Figure 1. Where the registers sit.
Other sequential cells in the stronger grey, the rest of the logic in the fainter grey.
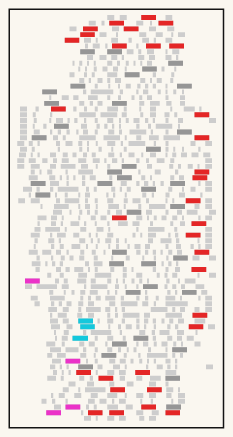
Figure 2. Placed standard cells.
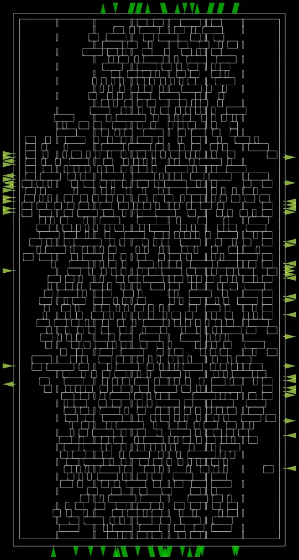
Figure 3. Signal wires on met2.
Cells faint in the background.
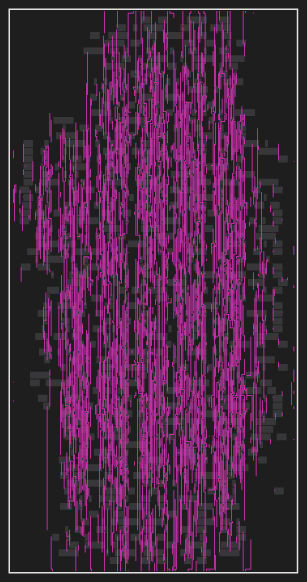
Figure 4. Signal wires on met1.
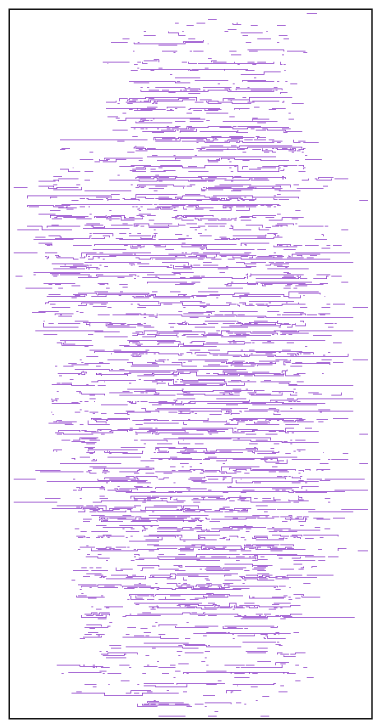
Figure 5. Local utilization.
The die is cut into 10 by 20 equal tiles; white is low, dark blue is high, 0 to 100% covered.
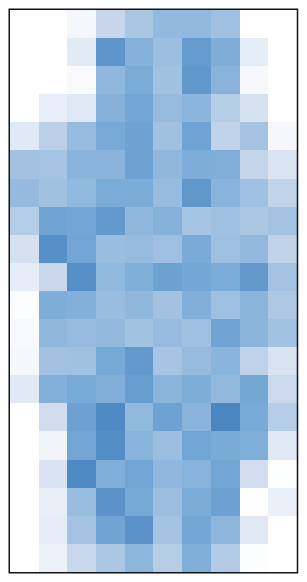
File: config.mk
export PLATFORM = sky130hd
export DESIGN_NAME = axi_stream_remove_header
export DESIGN_NICKNAME = d
export VERILOG_FILES = /design/src/rtl/axi_stream_pkg.sv /design/src/rtl/axi_stream_byte_merge.sv /design/src/rtl/axi_stream_remove_header.sv
export SDC_FILE = /design/constraint.sdc
export NUM_CORES = 1
export LEC_CHECK = 0
export ABC_CLOCK_PERIOD_IN_PS = 5050
export CAP_MARGIN = 20
export CELL_PAD_IN_SITES_DETAIL_PLACEMENT = 2
export CELL_PAD_IN_SITES_GLOBAL_PLACEMENT = 2
export CORE_AREA = 2 2 99 196
export CTS_BUF_LIST = sky130_fd_sc_hd__clkbuf_4 sky130_fd_sc_hd__clkbuf_8
export DETAILED_ROUTE_END_ITERATION = 6
export DIE_AREA = 0 0 101 198
export GPL_TIMING_DRIVEN = 0
export PLACE_DENSITY = 0.83
export REMOVE_ABC_BUFFERS = 1
export SYNTH_ARGS = -nofsm -noshare
export SYNTH_HDL_FRONTEND = slang
export SYNTH_SLANG_ARGS = --single-unit
File: constraint.sdc
create_clock -name clk -period 5.05 [get_ports clk]
set_clock_uncertainty 0.15 [all_clocks]
set_input_delay 0.7575 -clock clk [delete_from_list [all_inputs] [get_ports clk]]
set_output_delay 0.7575 -clock clk [all_outputs]
set_load 0.05 [all_outputs]
File: src/rtl/axi_stream_pkg.sv
// Shared types and helpers for the AXI-Stream header insert/remove blocks.
package axi_stream_pkg;

    // FSM states of the header remover
    typedef enum logic [1:0] {
        ST_IDLE   = 2'd0,
        ST_FIRST  = 2'd1,
        ST_STREAM = 2'd2,
        ST_FLUSH  = 2'd3
    } rm_state_t;

    // Widest beat (in bytes) the helpers below can describe, and the width
    // of byte counts that travel through them.
    localparam int MAX_BYTES = 64;
    localparam int CNT_WD    = 7;

    // Left-aligned byte mask of a `width`-byte beat with the first `n` bytes
    // set. Bit width-1 is the first byte on the wire. n >= width gives all
    // ones across the beat.
    function automatic logic [MAX_BYTES-1:0] keep_from_cnt(
        input logic [CNT_WD-1:0] n,
        input logic [CNT_WD-1:0] width
    );
        logic [MAX_BYTES-1:0] mask;
        mask = '0;
        for (int i = 0; i < MAX_BYTES; i++) begin
            if ((i < int'(width)) && (i >= int'(width) - int'(n))) begin
                mask[i] = 1'b1;
            end
        end
        return mask;
    endfunction

    // Number of set bits in a byte-enable vector.
    function automatic logic [CNT_WD-1:0] keep_popcount(
        input logic [MAX_BYTES-1:0] keep
    );
        logic [CNT_WD-1:0] cnt;
        cnt = '0;
        for (int i = 0; i < MAX_BYTES; i++) begin
            cnt = cnt + CNT_WD'(keep[i]);
        end
        return cnt;
    endfunction

endpackage

File: src/rtl/axi_stream_byte_merge.sv
// Combinational byte merger: appends the leading bytes of an input beat to
// the bytes already waiting in the holding register and returns what is
// left of the beat as the next holding value.
module axi_stream_byte_merge
    import axi_stream_pkg::*;
#(
    parameter int DATA_WD      = 32,
    parameter int DATA_BYTE_WD = DATA_WD / 8,
    parameter int HCNT_WD      = $clog2(DATA_BYTE_WD + 1)
) (
    input  logic [DATA_WD-1:0]      hold,
    input  logic [HCNT_WD-1:0]      hcnt,
    input  logic [DATA_WD-1:0]      beat_data,
    input  logic [DATA_BYTE_WD-1:0] beat_keep,
    output logic [DATA_WD-1:0]      beat_masked,
    output logic [CNT_WD-1:0]       beat_cnt,
    output logic [DATA_WD-1:0]      merged_data,
    output logic [DATA_BYTE_WD-1:0] merged_keep,
    output logic [DATA_WD-1:0]      next_hold,
    output logic [HCNT_WD-1:0]      next_hcnt,
    output logic                    overflow
);

    logic [CNT_WD-1:0]    total;
    logic [MAX_BYTES-1:0] keep_full;
    logic                 unused_keep_bits;

    // Zero every byte the beat does not claim, so bytes outside keep_out
    // always come out as zero.
    always_comb begin
        beat_masked = '0;
        for (int i = 0; i < DATA_BYTE_WD; i++) begin
            beat_masked[8*i +: 8] = beat_data[8*i +: 8] & {8{beat_keep[i]}};
        end
    end

    assign beat_cnt  = keep_popcount(MAX_BYTES'(beat_keep));
    assign total     = CNT_WD'(hcnt) + beat_cnt;
    assign overflow  = total > CNT_WD'(DATA_BYTE_WD);
    assign keep_full = keep_from_cnt(total, CNT_WD'(DATA_BYTE_WD));
    assign unused_keep_bits = ^keep_full[MAX_BYTES-1:DATA_BYTE_WD];

    // Held bytes sit left-aligned with zeros below them, so the beat can be
    // OR-ed in right behind them. With hcnt equal to a full beat the shift
    // pushes the whole beat out and it all becomes the next hold.
    assign merged_data = hold | (beat_masked >> {hcnt, 3'b000});
    assign merged_keep = keep_full[DATA_BYTE_WD-1:0];
    assign next_hold   = beat_masked << {(HCNT_WD'(DATA_BYTE_WD) - hcnt), 3'b000};
    assign next_hcnt   = overflow ? HCNT_WD'(total - CNT_WD'(DATA_BYTE_WD)) : '0;

endmodule

File: src/rtl/axi_stream_remove_header.sv
// Drops R leading bytes from each AXI-Stream packet and re-packs the rest
// of the payload into full-width beats. R arrives once per packet on a
// command handshake. The output stage is a single register slot.
module axi_stream_remove_header #(
    parameter int DATA_WD      = 32,
    parameter int DATA_BYTE_WD = DATA_WD / 8,
    parameter int BYTE_CNT_WD  = $clog2(DATA_BYTE_WD)
) (
    input  logic                    clk,
    input  logic                    rst,
    input  logic                    valid_in,
    input  logic [DATA_WD-1:0]      data_in,
    input  logic [DATA_BYTE_WD-1:0] keep_in,
    input  logic                    last_in,
    output logic                    ready_in,
    input  logic                    valid_remove,
    input  logic [BYTE_CNT_WD-1:0]  byte_remove_cnt,
    output logic                    ready_remove,
    output logic                    valid_out,
    output logic [DATA_WD-1:0]      data_out,
    output logic [DATA_BYTE_WD-1:0] keep_out,
    output logic                    last_out,
    input  logic                    ready_out
);
    import axi_stream_pkg::*;

    localparam int HCNT_WD = $clog2(DATA_BYTE_WD + 1);

    rm_state_t                state_q, state_d;
    logic [BYTE_CNT_WD-1:0]   rcnt_q, rcnt_d;
    logic [DATA_WD-1:0]       hold_q, hold_d;
    logic [HCNT_WD-1:0]       hcnt_q, hcnt_d;

    logic                     valid_d;
    logic [DATA_WD-1:0]       data_d;
    logic [DATA_BYTE_WD-1:0]  keep_d;
    logic                     last_d;

    logic                     out_free;
    logic                     accept;

    logic [DATA_WD-1:0]       beat_masked;
    logic [CNT_WD-1:0]        beat_cnt;
    logic [DATA_WD-1:0]       merged_data;
    logic [DATA_BYTE_WD-1:0]  merged_keep;
    logic [DATA_WD-1:0]       next_hold;
    logic [HCNT_WD-1:0]       next_hcnt;
    logic                     overflow;

    logic [DATA_WD-1:0]       first_data;
    logic [MAX_BYTES-1:0]     first_keep_full;
    logic [MAX_BYTES-1:0]     flush_keep_full;
    logic                     unused_keep_bits;

    axi_stream_byte_merge #(
        .DATA_WD      (DATA_WD),
        .DATA_BYTE_WD (DATA_BYTE_WD),
        .HCNT_WD      (HCNT_WD)
    ) u_merge (
        .hold        (hold_q),
        .hcnt        (hcnt_q),
        .beat_data   (data_in),
        .beat_keep   (keep_in),
        .beat_masked (beat_masked),
        .beat_cnt    (beat_cnt),
        .merged_data (merged_data),
        .merged_keep (merged_keep),
        .next_hold   (next_hold),
        .next_hcnt   (next_hcnt),
        .overflow    (overflow)
    );

    // The output slot can take a new beat when it is empty or being drained.
    assign out_free     = !valid_out || ready_out;
    assign ready_in     = ((state_q == ST_FIRST) || (state_q == ST_STREAM)) && out_free;
    assign ready_remove = (state_q == ST_IDLE);
    assign accept       = valid_in && ready_in;

    // The first beat of a packet loses its R leading bytes; what remains is
    // already left-aligned and zero-filled behind.
    assign first_data      = beat_masked << {rcnt_q, 3'b000};
    assign first_keep_full = keep_from_cnt(beat_cnt - CNT_WD'(rcnt_q), CNT_WD'(DATA_BYTE_WD));
    assign flush_keep_full = keep_from_cnt(CNT_WD'(hcnt_q), CNT_WD'(DATA_BYTE_WD));
    assign unused_keep_bits = ^{first_keep_full[MAX_BYTES-1:DATA_BYTE_WD],
                                flush_keep_full[MAX_BYTES-1:DATA_BYTE_WD]};

    // Next-state, holding register and output slot update.
    always_comb begin
        state_d = state_q;
        rcnt_d  = rcnt_q;
        hold_d  = hold_q;
        hcnt_d  = hcnt_q;
        valid_d = valid_out && !ready_out;
        data_d  = data_out;
        keep_d  = keep_out;
        last_d  = last_out;

        case (state_q)
            ST_IDLE: begin
                if (valid_remove) begin
                    rcnt_d  = byte_remove_cnt;
                    state_d = ST_FIRST;
                end
            end

            ST_FIRST: begin
                if (accept) begin
                    if (!last_in) begin
                        hold_d  = first_data;
                        hcnt_d  = HCNT_WD'(DATA_BYTE_WD) - HCNT_WD'(rcnt_q);
                        state_d = ST_STREAM;
                    end else begin
                        // A packet no longer than its header yields nothing.
                        if (beat_cnt > CNT_WD'(rcnt_q)) begin
                            valid_d = 1'b1;
                            data_d  = first_data;
                            keep_d  = first_keep_full[DATA_BYTE_WD-1:0];
                            last_d  = 1'b1;
                        end
                        hold_d  = '0;
                        hcnt_d  = '0;
                        state_d = ST_IDLE;
                    end
                end
            end

            ST_STREAM: begin
                if (accept) begin
                    valid_d = 1'b1;
                    data_d  = merged_data;
                    keep_d  = merged_keep;
                    last_d  = last_in && !overflow;
                    if (!last_in || overflow) begin
                        hold_d = next_hold;
                        hcnt_d = next_hcnt;
                    end else begin
                        hold_d = '0;
                        hcnt_d = '0;
                    end
                    if (last_in) begin
                        state_d = overflow ? ST_FLUSH : ST_IDLE;
                    end
                end
            end

            ST_FLUSH: begin
                if (out_free) begin
                    valid_d = 1'b1;
                    data_d  = hold_q;
                    keep_d  = flush_keep_full[DATA_BYTE_WD-1:0];
                    last_d  = 1'b1;
                    hold_d  = '0;
                    hcnt_d  = '0;
                    state_d = ST_IDLE;
                end
            end

            default: begin
                state_d = ST_IDLE;
            end
        endcase
    end

    // FSM state register.
    always_ff @(posedge clk) begin
        if (rst) begin
            state_q <= ST_IDLE;
        end else begin
            state_q <= state_d;
        end
    end

    // Command latch, holding register and registered output slot.
    always_ff @(posedge clk) begin
        if (rst) begin
            rcnt_q    <= '0;
            hold_q    <= '0;
            hcnt_q    <= '0;
            valid_out <= 1'b0;
            data_out  <= '0;
            keep_out  <= '0;
            last_out  <= 1'b0;
        end else begin
            rcnt_q    <= rcnt_d;
            hold_q    <= hold_d;
            hcnt_q    <= hcnt_d;
            valid_out <= valid_d;
            data_out  <= data_d;
            keep_out  <= keep_d;
            last_out  <= last_d;
        end
    end

endmodule

==> notes.md <==
Physical implementation status

The flow ran to the end, and the final reports show no timing, DRC or antenna violations. The setup slack at placement stands at -0.726 ns. The finished layout holds 1018 standard cells, fillers aside. The design draws 3490 uW.

The post-synthesis chip area from yosys stands at 0.00598 mm^2. Setup repair after global routing left no endpoint under its margin. The setup path with the least slack is of type in -> reg.

The number of nets in the finished design stands at just under 900. The total die area stands at 0.0200 mm^2. The clock period could shrink to 4.71 ns. The final count of negative-setup-slack endpoints stands at 0. OpenROAD emitted warnings numbering 36. Per STA, the worst path accumulates the most delay in the family adder cells.

Post-route period utilization is reported as 93.3%. The average footprint of a synthesized cell stands at roughly 8 um^2. The worst hold slack across all endpoints stands at 0.345 ns. The clock reaches the later pin of the worst-skew pair after 0.40 ns. The weighted congestion at the end of routability-driven global placement stands at 0.897.

The via density per instance stands at 6.47. Sequential elements use 25.8% of the synthesized area. Leaving out fill and tap cells, the most frequent cells in the layout are nor2_1 (94), clkdlybuf4s50_1 (79), dfxtp_1 (76). The count of hold buffers inserted by post-cts repair stands at 0. The detailed router used layers up to and including met4. The routed design shows a wire length per standard cell of 26.1 um. met3 track demand over resource after global routing is 3.60%. The sum of overflow across all layers after global routing stands at 0.

For this run, the slowest stage of the critical path takes 0.79 ns. Cells with a size suffix above 1 make up 10.9% of the layout. The number of gates resized after CTS was 4. The script extracted a total leakage power of between 0.002 and 0.0025 uW. The number of diodes added for antenna fixing stands at 0. The first-pass GRT wire length stands at ~40 mm.

In this run the post-CTS setup repair buffer count came out at 0. Counting every instance in the synthesized netlist gives 763. The tool flagged a number of max-cap violations equal to 0. Once placement completed, the tool counted placed cells totaling 999. Counting every sink on the clock net gives 77. Per the GRT log, the top usage layer is met2. The worst setup margin stands at around 0.34 ns. The worst endpoint data arrival time stands at 4.82 ns. Per the post-CTS timing run, clock transition at the registers of the reported paths is 0.09 ns.

The number of I/O pins stands at between 80 and 90. STA reports a reg2reg setup slack of 1.22 ns. TritonCTS built the clock tree. The buffers plus inverters on the worst setup path stands at 4. The detailed-routed wire length on met3 stands at 1.18 mm. The synthesis report names the predominant flop master as dfxtp_1.

The ratio of total power to cell area stands at 488 mW/mm^2. Yosys instantiated no cell more often than nor2_1. The worst setup path is launched from a primary input. The post-placement cell area is ~0.007 mm^2. The relative slew slack stands at 25.2%. The tally of unique sky130hd cells used after synthesis stands at 59. Endpoints failing hold in the final report were tallied at 0. Yosys attributes the largest share of cell area to dfxtp_1 (26%), mux4_2 (6.0%), nor2_1 (6.0%). Looking at the reg2reg group, the worst path starts from hcnt_q[0].

The detailed route wirelength on metal2 stands at 14.3 mm. The initial detailed-routing violation count stands at 546. Per STA, the worst path is made up of dlygate4sd2_1 -> ha_1 -> inv_1 -> fa_1 -> inv_1 -> ha_1 -> fa_1 -> inv_1 -> ha_1 -> nor2_1 -> o31a_4 -> a311oi_1 -> nor3_1.

The half-perimeter wire length after placement stands at 18.3 mm. The number of max-slew violations in the final report stands at 0. The cell type that accounts for the most area after synthesis is dfxtp_1.

The final design instance area without fill stands at 0.00716 mm^2. The synthesis run shows the most used standard cells to be nor2_1 (96), dfxtp_1 (77), nand2_1 (71). The vertical die dimension stands at approximately 200 um.

The timing report lists the critical path depth as 13 cells. For this design, Yosys synthesis ends with a cell count of between 700 and 800. The signed area change from the synthesized netlist to the final layout stands at 19.7%.

Measured in cells, the most critical reg-to-reg path has a length of 8. Per the STA report, the cell with the highest stage delay on the worst path is dlygate4sd2_1. The worst setup path is captured at a flop.

Looking at the reg2reg group, the worst path ends at hold_q[24]. The largest net degree at the start of global routing stands at 57. In the final layout, the registers with the most flip-flops are data_out: 32 flops, hold_q: 32 flops, keep_out: 4 flops. The capture point of the critical path was reported as hold_q[25]. In this run the remaining antenna-violating nets after routing total 0. By instance count after routing, the leading logic cell type is nor2_1. Tracing the worst setup path back leads to its startpoint at keep_in[1].

Once synthesis finished, the tally of register bits stood at 77. At the pin with the least slew margin, the transition time is 1.12 ns. The met1 wire length stands at 9.41 mm.

The warning tally printed by Yosys for this design is 0. The via count of the first global-routing pass is between 7000 and 8000. The multi-input combinational cells in the finished layout cover a total of around 0.004 mm^2.

The global-route usage over all layers stands at 26.3%. The maximum number of buffers from clock root to sink stands at 2. The combined area of all synthesized cells stands at 0.00598 mm^2. The number of cells on the worst hold path stands at 2. The worst VDD IR drop from the latest analysis is between 200 and 250 uV.

The tree is rooted in a clkbuf_8. After routing, the total negative slack on setup checks comes to 0 ns. The met1 usage in global routing stands at 27.6%. The count of buffers added on input and output ports is just over 80. The highest achievable clock rate stands at about 210 MHz. Along the worst path, the maximum fanout reaches 34. The initial antenna violation count stands at 0.

The level count of the clock H-tree stands at 3. The worst hold path begins at keep_out[0]. The min-delay analysis places its worst path in the category reg -> reg.

The synthesized design contains 0 enable-type register cells. In the log, the iteration count for the first detailed-route pass is 4. The routed layout reports a DRC error count of 0. The horizontal die dimension stands at slightly above 100 um. The data required time at the worst endpoint stands at 5.16 ns.

The top-area cell type share of the netlist area stands at 25.8%. CTS added clock buffers totalling 9. The share of flip-flops with an asynchronous set or reset after synthesis stands at 0%. The endpoint of the worst hold path is reported as keep_out[0].
Back to the opening pictures, Figure 1:
`hcnt_q` -> cyan  # sequential cells 3
`keep_out` -> magenta  # sequential cells 4, where lower left
`data_out` -> red  # sequential cells 32
not coloured = 38
power in sequential cells: 900 uW
share of the final layout cell area in sequential cells: 21.5%
Post-Route Utilization: 38.4%
FF+latch area: 0.00154 mm^2

Back to the opening pictures, Figure 2:
std cell rows: 71
n_taps: 219
Filler cells: 2123

Back to the opening pictures, Figure 3:
wire length on this layer = 14300 um
share of all routed wire = 54%
nets with wire on the layer = 812
main direction = vertical
routed wire length: 26.6 mm
vias after detailed routing: 6591
grt met2 use: 46.6%

Back to the opening pictures, Figure 4:
wire length on this layer = 9410 um
longest straight run = 39.6 um
main direction = horizontal
share of all routed wire = 35%

Back to the opening pictures, Figure 5:
nearly empty tiles = 12%
fullest tile = 65%
emptiest ninth of the die = upper left
mean over tiles = 34%
Initial Util: 32.1%
core footprint: 0.0187 mm^2

power breakdown:
part / total [uW] / internal [uW] / leakage, uW / switching [uW]
Clock: 562 / 283 / 0.000102 / 279
Sequential: 900 / 771 / 0.000631 / 129
Combinational: 2030 / 684 / 0.00171 / 1350
final cells by class:
class / count / area share [%]
multi-input combinational: 588 / 55.8
sequential: 77 / 21.5
timing repair buffer: 93 / 14.5
tap: 219 / 3.83
clock buffer: 10 / 1.83
inverter: 25 / 1.31
clock inverter: 6 / 1.22
logic make-up after synthesis:
| group | share of synthesized area (%) |
|---|---|
| simple gates | 24.8 |
| compound gates | 27.1 |
| buf+inv | 7.93 |
| flops | 25.8 |
| fa+ha+maj | 6.36 |
| mux | 6.97 |
| xor+xnor | 1.05 |
Power is estimated from default activity; no workload was simulated.
